**src/rtl/blink_rtc.sv**
```systemverilog
// -----------------------------------------------------------------------------
// blink_rtc -- real-time clock and timer-interrupt unit for the Blink gate array
//
// Divides mck into a tick, then counts ticks (tim0), seconds (tim1) and
// minutes (timm). Tick/second/minute events raise sticky status flags that can
// be masked onto irq. The CPU reaches the block through an 8-entry register
// window behind the Blink I/O decoder.
//
// Optional feature macro: BLINK_RTC_ALARM_EN
//   defined   : minute alarm register (addr 5/6/7 writes), status/mask bit 3
//   undefined : no alarm; writes to 5-7 ignored, bit 3 reads 0
//
// Ports
//   mck        in   master clock, all logic on posedge
//   rin        in   asynchronous active-high reset
//   reg_wr     in   register write strobe (1 cycle per access)
//   reg_rd     in   register read strobe (1 cycle per access)
//   reg_addr   in   register select [2:0]
//   reg_wdata  in   write data [7:0]
//   reg_rdata  out  registered read data [7:0], holds until the next read
//   irq        out  registered interrupt request, active-high
//
// Register map
//   0 CTRL R/W [0]=ien [1]=restim     1 TSTA R status / W write-1-to-clear
//   2 TMK  R/W event mask              3 TIM0 R ticks (read snapshots 4..7)
//   4 TIM1 R shadow seconds            5/6/7 TIM2/3/4 R shadow minutes bytes
// -----------------------------------------------------------------------------
module blink_rtc #(
  parameter int TICK_DIV      = 49152,
  parameter int TICKS_PER_SEC = 200,
  parameter int SEC_PER_MIN   = 60,
  parameter int MIN_W         = 21
) (
  input  logic       mck,
  input  logic       rin,
  input  logic       reg_wr,
  input  logic       reg_rd,
  input  logic [2:0] reg_addr,
  input  logic [7:0] reg_wdata,
  output logic [7:0] reg_rdata,
  output logic       irq
);

  localparam int                PDIV_W   = $clog2(TICK_DIV);
  localparam logic [PDIV_W-1:0] PDIV_MAX = PDIV_W'(TICK_DIV - 1);
  localparam logic [7:0]        TIM0_MAX = 8'(TICKS_PER_SEC - 1);
  localparam logic [5:0]        TIM1_MAX = 6'(SEC_PER_MIN - 1);

`ifdef BLINK_RTC_ALARM_EN
  localparam logic [3:0] FLAG_MASK = 4'hF;
`else
  localparam logic [3:0] FLAG_MASK = 4'h7;
`endif

  typedef enum logic [2:0] {
    A_CTRL = 3'd0,
    A_TSTA = 3'd1,
    A_TMK  = 3'd2,
    A_TIM0 = 3'd3,
    A_TIM1 = 3'd4,
    A_TIM2 = 3'd5,
    A_TIM3 = 3'd6,
    A_TIM4 = 3'd7
  } reg_addr_e;

  logic              ien;
  logic              restim;
  logic [3:0]        tsta;
  logic [3:0]        tmk;
  logic [PDIV_W-1:0] pdiv;
  logic [7:0]        tim0;
  logic [5:0]        tim1;
  logic [MIN_W-1:0]  timm;
  logic [5:0]        sh_tim1;
  logic [MIN_W-1:0]  sh_timm;

  logic              wr_ctrl;
  logic              wr_tsta;
  logic              wr_tmk;
  logic              tick_ev;
  logic              sec_ev;
  logic              min_ev;
  logic              alarm_ev;
  logic [MIN_W-1:0]  timm_inc;
  logic [3:0]        flag_set;
  logic [3:0]        flag_clr;
  logic [23:0]       sh_ext;
  logic [7:0]        rd_mux;

  assign wr_ctrl = reg_wr & (reg_addr == A_CTRL);
  assign wr_tsta = reg_wr & (reg_addr == A_TSTA);
  assign wr_tmk  = reg_wr & (reg_addr == A_TMK);

  // Events cascade: a minute is always also a second and a tick.
  assign tick_ev  = ~restim & (pdiv == PDIV_MAX);
  assign sec_ev   = tick_ev & (tim0 == TIM0_MAX);
  assign min_ev   = sec_ev & (tim1 == TIM1_MAX);
  assign timm_inc = timm + MIN_W'(1);

`ifdef BLINK_RTC_ALARM_EN
  logic [MIN_W-1:0] alarm;
  // Compares against the value timm takes on this minute event.
  assign alarm_ev = min_ev & (timm_inc == alarm);
`else
  logic unused_wdata;
  assign alarm_ev     = 1'b0;
  assign unused_wdata = ^reg_wdata[7:4];
`endif

  // Setting a lower flag is implied by the cascade; set wins over a same-cycle TACK.
  assign flag_set = {alarm_ev, min_ev, sec_ev, tick_ev};
  assign flag_clr = wr_tsta ? (reg_wdata[3:0] & FLAG_MASK) : 4'h0;

  assign sh_ext = 24'(sh_timm);

  // NOTE: every always_comb output gets a default first, so no path can infer a latch.
  always_comb begin
    rd_mux = 8'h00;
    case (reg_addr)
      A_CTRL: rd_mux = {6'b0, restim, ien};
      A_TSTA: rd_mux = {4'b0, tsta};
      A_TMK:  rd_mux = {4'b0, tmk};
      A_TIM0: rd_mux = tim0;
      A_TIM1: rd_mux = {2'b0, sh_tim1};
      A_TIM2: rd_mux = sh_ext[7:0];
      A_TIM3: rd_mux = sh_ext[15:8];
      A_TIM4: rd_mux = sh_ext[23:16];
      default: rd_mux = 8'h00;
    endcase
  end

  // NOTE: sequential state uses non-blocking assignments only, so every register
  // samples the pre-edge values regardless of statement order.
  always_ff @(posedge mck or posedge rin) begin
    if (rin) begin
      ien       <= 1'b0;
      restim    <= 1'b0;
      tsta      <= 4'h0;
      tmk       <= 4'h0;
      pdiv      <= '0;
      tim0      <= 8'h00;
      tim1      <= 6'h00;
      timm      <= '0;
      sh_tim1   <= 6'h00;
      sh_timm   <= '0;
      reg_rdata <= 8'h00;
      irq       <= 1'b0;
`ifdef BLINK_RTC_ALARM_EN
      alarm     <= '1;
`endif
    end else begin
      if (wr_ctrl) {restim, ien} <= reg_wdata[1:0];
      if (wr_tmk)  tmk <= reg_wdata[3:0] & FLAG_MASK;

      if (restim) begin
        pdiv <= '0;
        tim0 <= 8'h00;
        tim1 <= 6'h00;
        timm <= '0;
        tsta <= 4'h0;
      end else begin
        tsta <= (tsta & ~flag_clr) | flag_set;
        pdiv <= tick_ev ? '0 : pdiv + 1'b1;
        if (tick_ev) begin
          if (sec_ev) begin
            tim0 <= 8'h00;
            if (min_ev) begin
              tim1 <= 6'h00;
              timm <= timm_inc;
            end else begin
              tim1 <= tim1 + 6'd1;
            end
          end else begin
            tim0 <= tim0 + 8'd1;
          end
        end
      end

      irq <= ien & |(tsta & tmk);

      if (reg_rd) begin
        reg_rdata <= rd_mux;
        // TIM0 read freezes seconds/minutes so a multi-byte read is coherent.
        if (reg_addr == A_TIM0) begin
          sh_tim1 <= tim1;
          sh_timm <= timm;
        end
      end

`ifdef BLINK_RTC_ALARM_EN
      if (reg_wr && reg_addr == A_TIM2) alarm[7:0]        <= reg_wdata;
      if (reg_wr && reg_addr == A_TIM3) alarm[15:8]       <= reg_wdata;
      if (reg_wr && reg_addr == A_TIM4) alarm[MIN_W-1:16] <= reg_wdata[MIN_W-17:0];
`endif
    end
  end

endmodule

```
**config.mk**
```make
export PLATFORM = sky130hd
export DESIGN_NAME = blink_rtc
export DESIGN_NICKNAME = d
export VERILOG_FILES = /design/src/rtl/blink_rtc.sv
export SDC_FILE = /design/constraint.sdc
export NUM_CORES = 1
export LEC_CHECK = 0
export ABC_AREA = 1
export ABC_CLOCK_PERIOD_IN_PS = 6270
export CAP_MARGIN = 0
export CELL_PAD_IN_SITES_DETAIL_PLACEMENT = 0
export CELL_PAD_IN_SITES_GLOBAL_PLACEMENT = 1
export CORE_MARGIN = 2
export CORE_UTILIZATION = 49
export CTS_CLUSTER_DIAMETER = 100
export CTS_CLUSTER_SIZE = 40
export DETAILED_ROUTE_END_ITERATION = 10
export PLACE_DENSITY_LB_ADDON = 0.2
export SETUP_SLACK_MARGIN = 0.05
export SLEW_MARGIN = 15
export SYNTH_ARGS = -nofsm -noshare
export SYNTH_HDL_FRONTEND = slang
export SYNTH_SLANG_ARGS = --single-unit
```
**constraint.sdc**
```tcl
create_clock -name mck -period 6.27 [get_ports mck]
set_input_delay 1.254 -clock mck [delete_from_list [all_inputs] [get_ports mck]]
set_output_delay 1.254 -clock mck [all_outputs]
set_load 0.02 [all_outputs]
```
Figure 1. Congestion heat map.
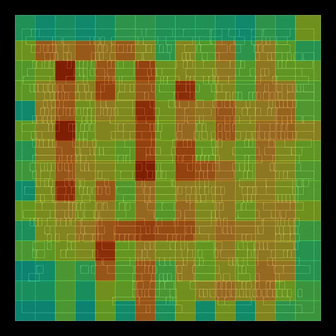
Util after Layout: 0.5613
met1 Usage GRT: 0.2971
met3 Use GR: 0.05380
Global Route met2 Usage: 0.3843

Figure 2. Metal layers overlaid.
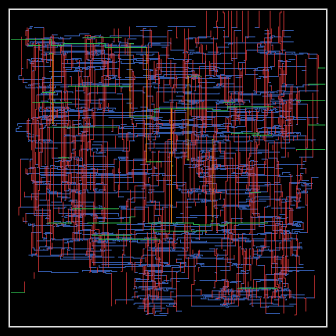
| colour | layer | wire length |
|---|---|---|
| blue | met1 | 5360 um |
| green | met3 | 399 um |
| orange | met4 | 179 um |
| red | met2 | 5720 um |
routed len/inst: 14.40 um
final wirelength: 11660 um
via count: 4191

==> results.toml <==
# implementation run metrics
[final_layout]
drive_gt1_frac = 0.06795
final_cell_area_sq_mm = 0.005537
lay_top_cells = "nand2_1 (197), dfrtp_1 (95), nor2_1 (73)"
fillers = 933
largest_registers = "sh_timm: 21 flops, timm: 21 flops, pdiv: 16 flops"
seq_area_frac = 0.4294
regArea_sq_mm = 0.002377
largest_cell_class = "registers"
mi_logic_area_sq_mm = 0.002315
nNetsFinal = 691
clkbuf_count = 10
nMultiInputCombCells = 474
buf_share = 0.03661
antenna_cells = 0
inv_count = 71
syn2layout_area_growth_pct = 10.02
flop-count = 95

[cts]
cts_made_buffers = 9
cts_resized = 0
cts.sinks = 95
clk_latency_ns = 0.38
max-clock-path-buffers = 2
clkTransAtPathRegs_ns = 0.10
cts_root_buf = "clkbuf_8"
cts_tree = "yes"
ctsHoldBuffers = 0

[worst_hold_path]
hold_class = "reg -> reg"
hold_depth = 1
hold_end = "pdiv[0]"
hp-start = "pdiv[0]"

[logic_synthesis]
ys_types = 33
ys_cells = 656
synth-edff-count = 0
ys_ff = 95
fa_ha_area_frac = 0.009945
ys_async_sr_fraction = 1.000
top_cell = "nand2_1"
synth-xor-area-share = 0.03133
syn_avg_cell_area_sq_um = 7.671
yosysChipArea_sq_mm = 0.005032
synth.cellmix.compoundShare = 0.08105
top_area_cell = "dfrtp_1"
ys_top_logic_family = "simple AND/OR/NAND/NOR gates"

[critical_path]
cp_top_family = "buffers and inverters"
ff2ff_path_depth = 6
r2r_setup_slack_ns = 4.08
rr_startpoint = "restim"
path_depth = 5
endpoint_kind = "flop"
crit_required_ns = 6.54
crit_chain = "clkdlybuf4s50_1, nand3_2, inv_1, nand2_2, mux2_2"
arrival_ns = 3.14
cp-startpoint = "reg_addr[0]"
endpoint = "sh_timm[11]"
slowest_stage = "clkdlybuf4s50_1"
cp_num_buf_inv = 2
cp_max_fo = 42
start_kind = "input pin"

[flow_run]
drv_cap = 0

[placement]
dp_slack_ns = 2.987
portBuffers = 18
placed_cells = 794

[route]
m1WireLength_um = 5364
via_per_inst = 5.174
drc = 0
met2_length_um = 5718
ant_nets = 0
dr.pass1.iters = 5
top_layer = "met4"

[sta]
maxSlewViolCount = 0
period_needed_ns = 2.871
hold_violations = 0
holdWs_ns = 0.4828
rsz0062_at_grt = "false"
tightestPinTransition_ns = 0.8920
setup_ws_ns = 3.399
max_freq_mhz = 348.3
finalSetupViolations = 0
slew_headroom = 0.4053
skew_ns = 0.01250
period_used_share = 0.4579

[run_status]
status = "finished, final reports clean"

[global_routing]
antenna_found_initial = 0
grt.total_usage = 0.2280
grt_pass1_wl_um = 19940
overflow = 0

[die]
fp.dieH_um = 105.3
tap_cells = 133
fp_util = 0.5101
coreArea_sq_mm = 0.009864
placementRows = 36

[power]
clock_power_share = 0.354
power_density_mw_per_mm2 = 215.5
vdd_drop_max_mv = 0.1298
total_power_uw = 1193
pwr-share-seq = 0.542
power_switching_uw = 330.7
p_leak_uw = 0.002741
power-top-group = "sequential cells"
clock_power_uw = 422
p_sw_frac = 0.2771
p_comb_uw = 125
pg_seq_uw = 647
combinationalPowerShare = 0.105
Figure 3. Logic cells by family.
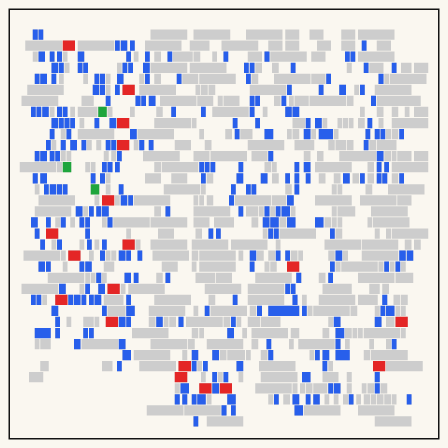
| colour | family | cells | most used |
|---|---|---|---|
| red | XOR/XNOR gates | 18 | xor2_1 |
| green | AND and OR gates | 3 | and2_1 |
| blue | NAND gates | 276 | nand2_1 |
combinational share of cell area: 0.4181
Final Non-Filler Cells: 810
most frequent logic cell in the layout: nand2_1

No activity file was given, so power comes from the tool's default toggle rates.
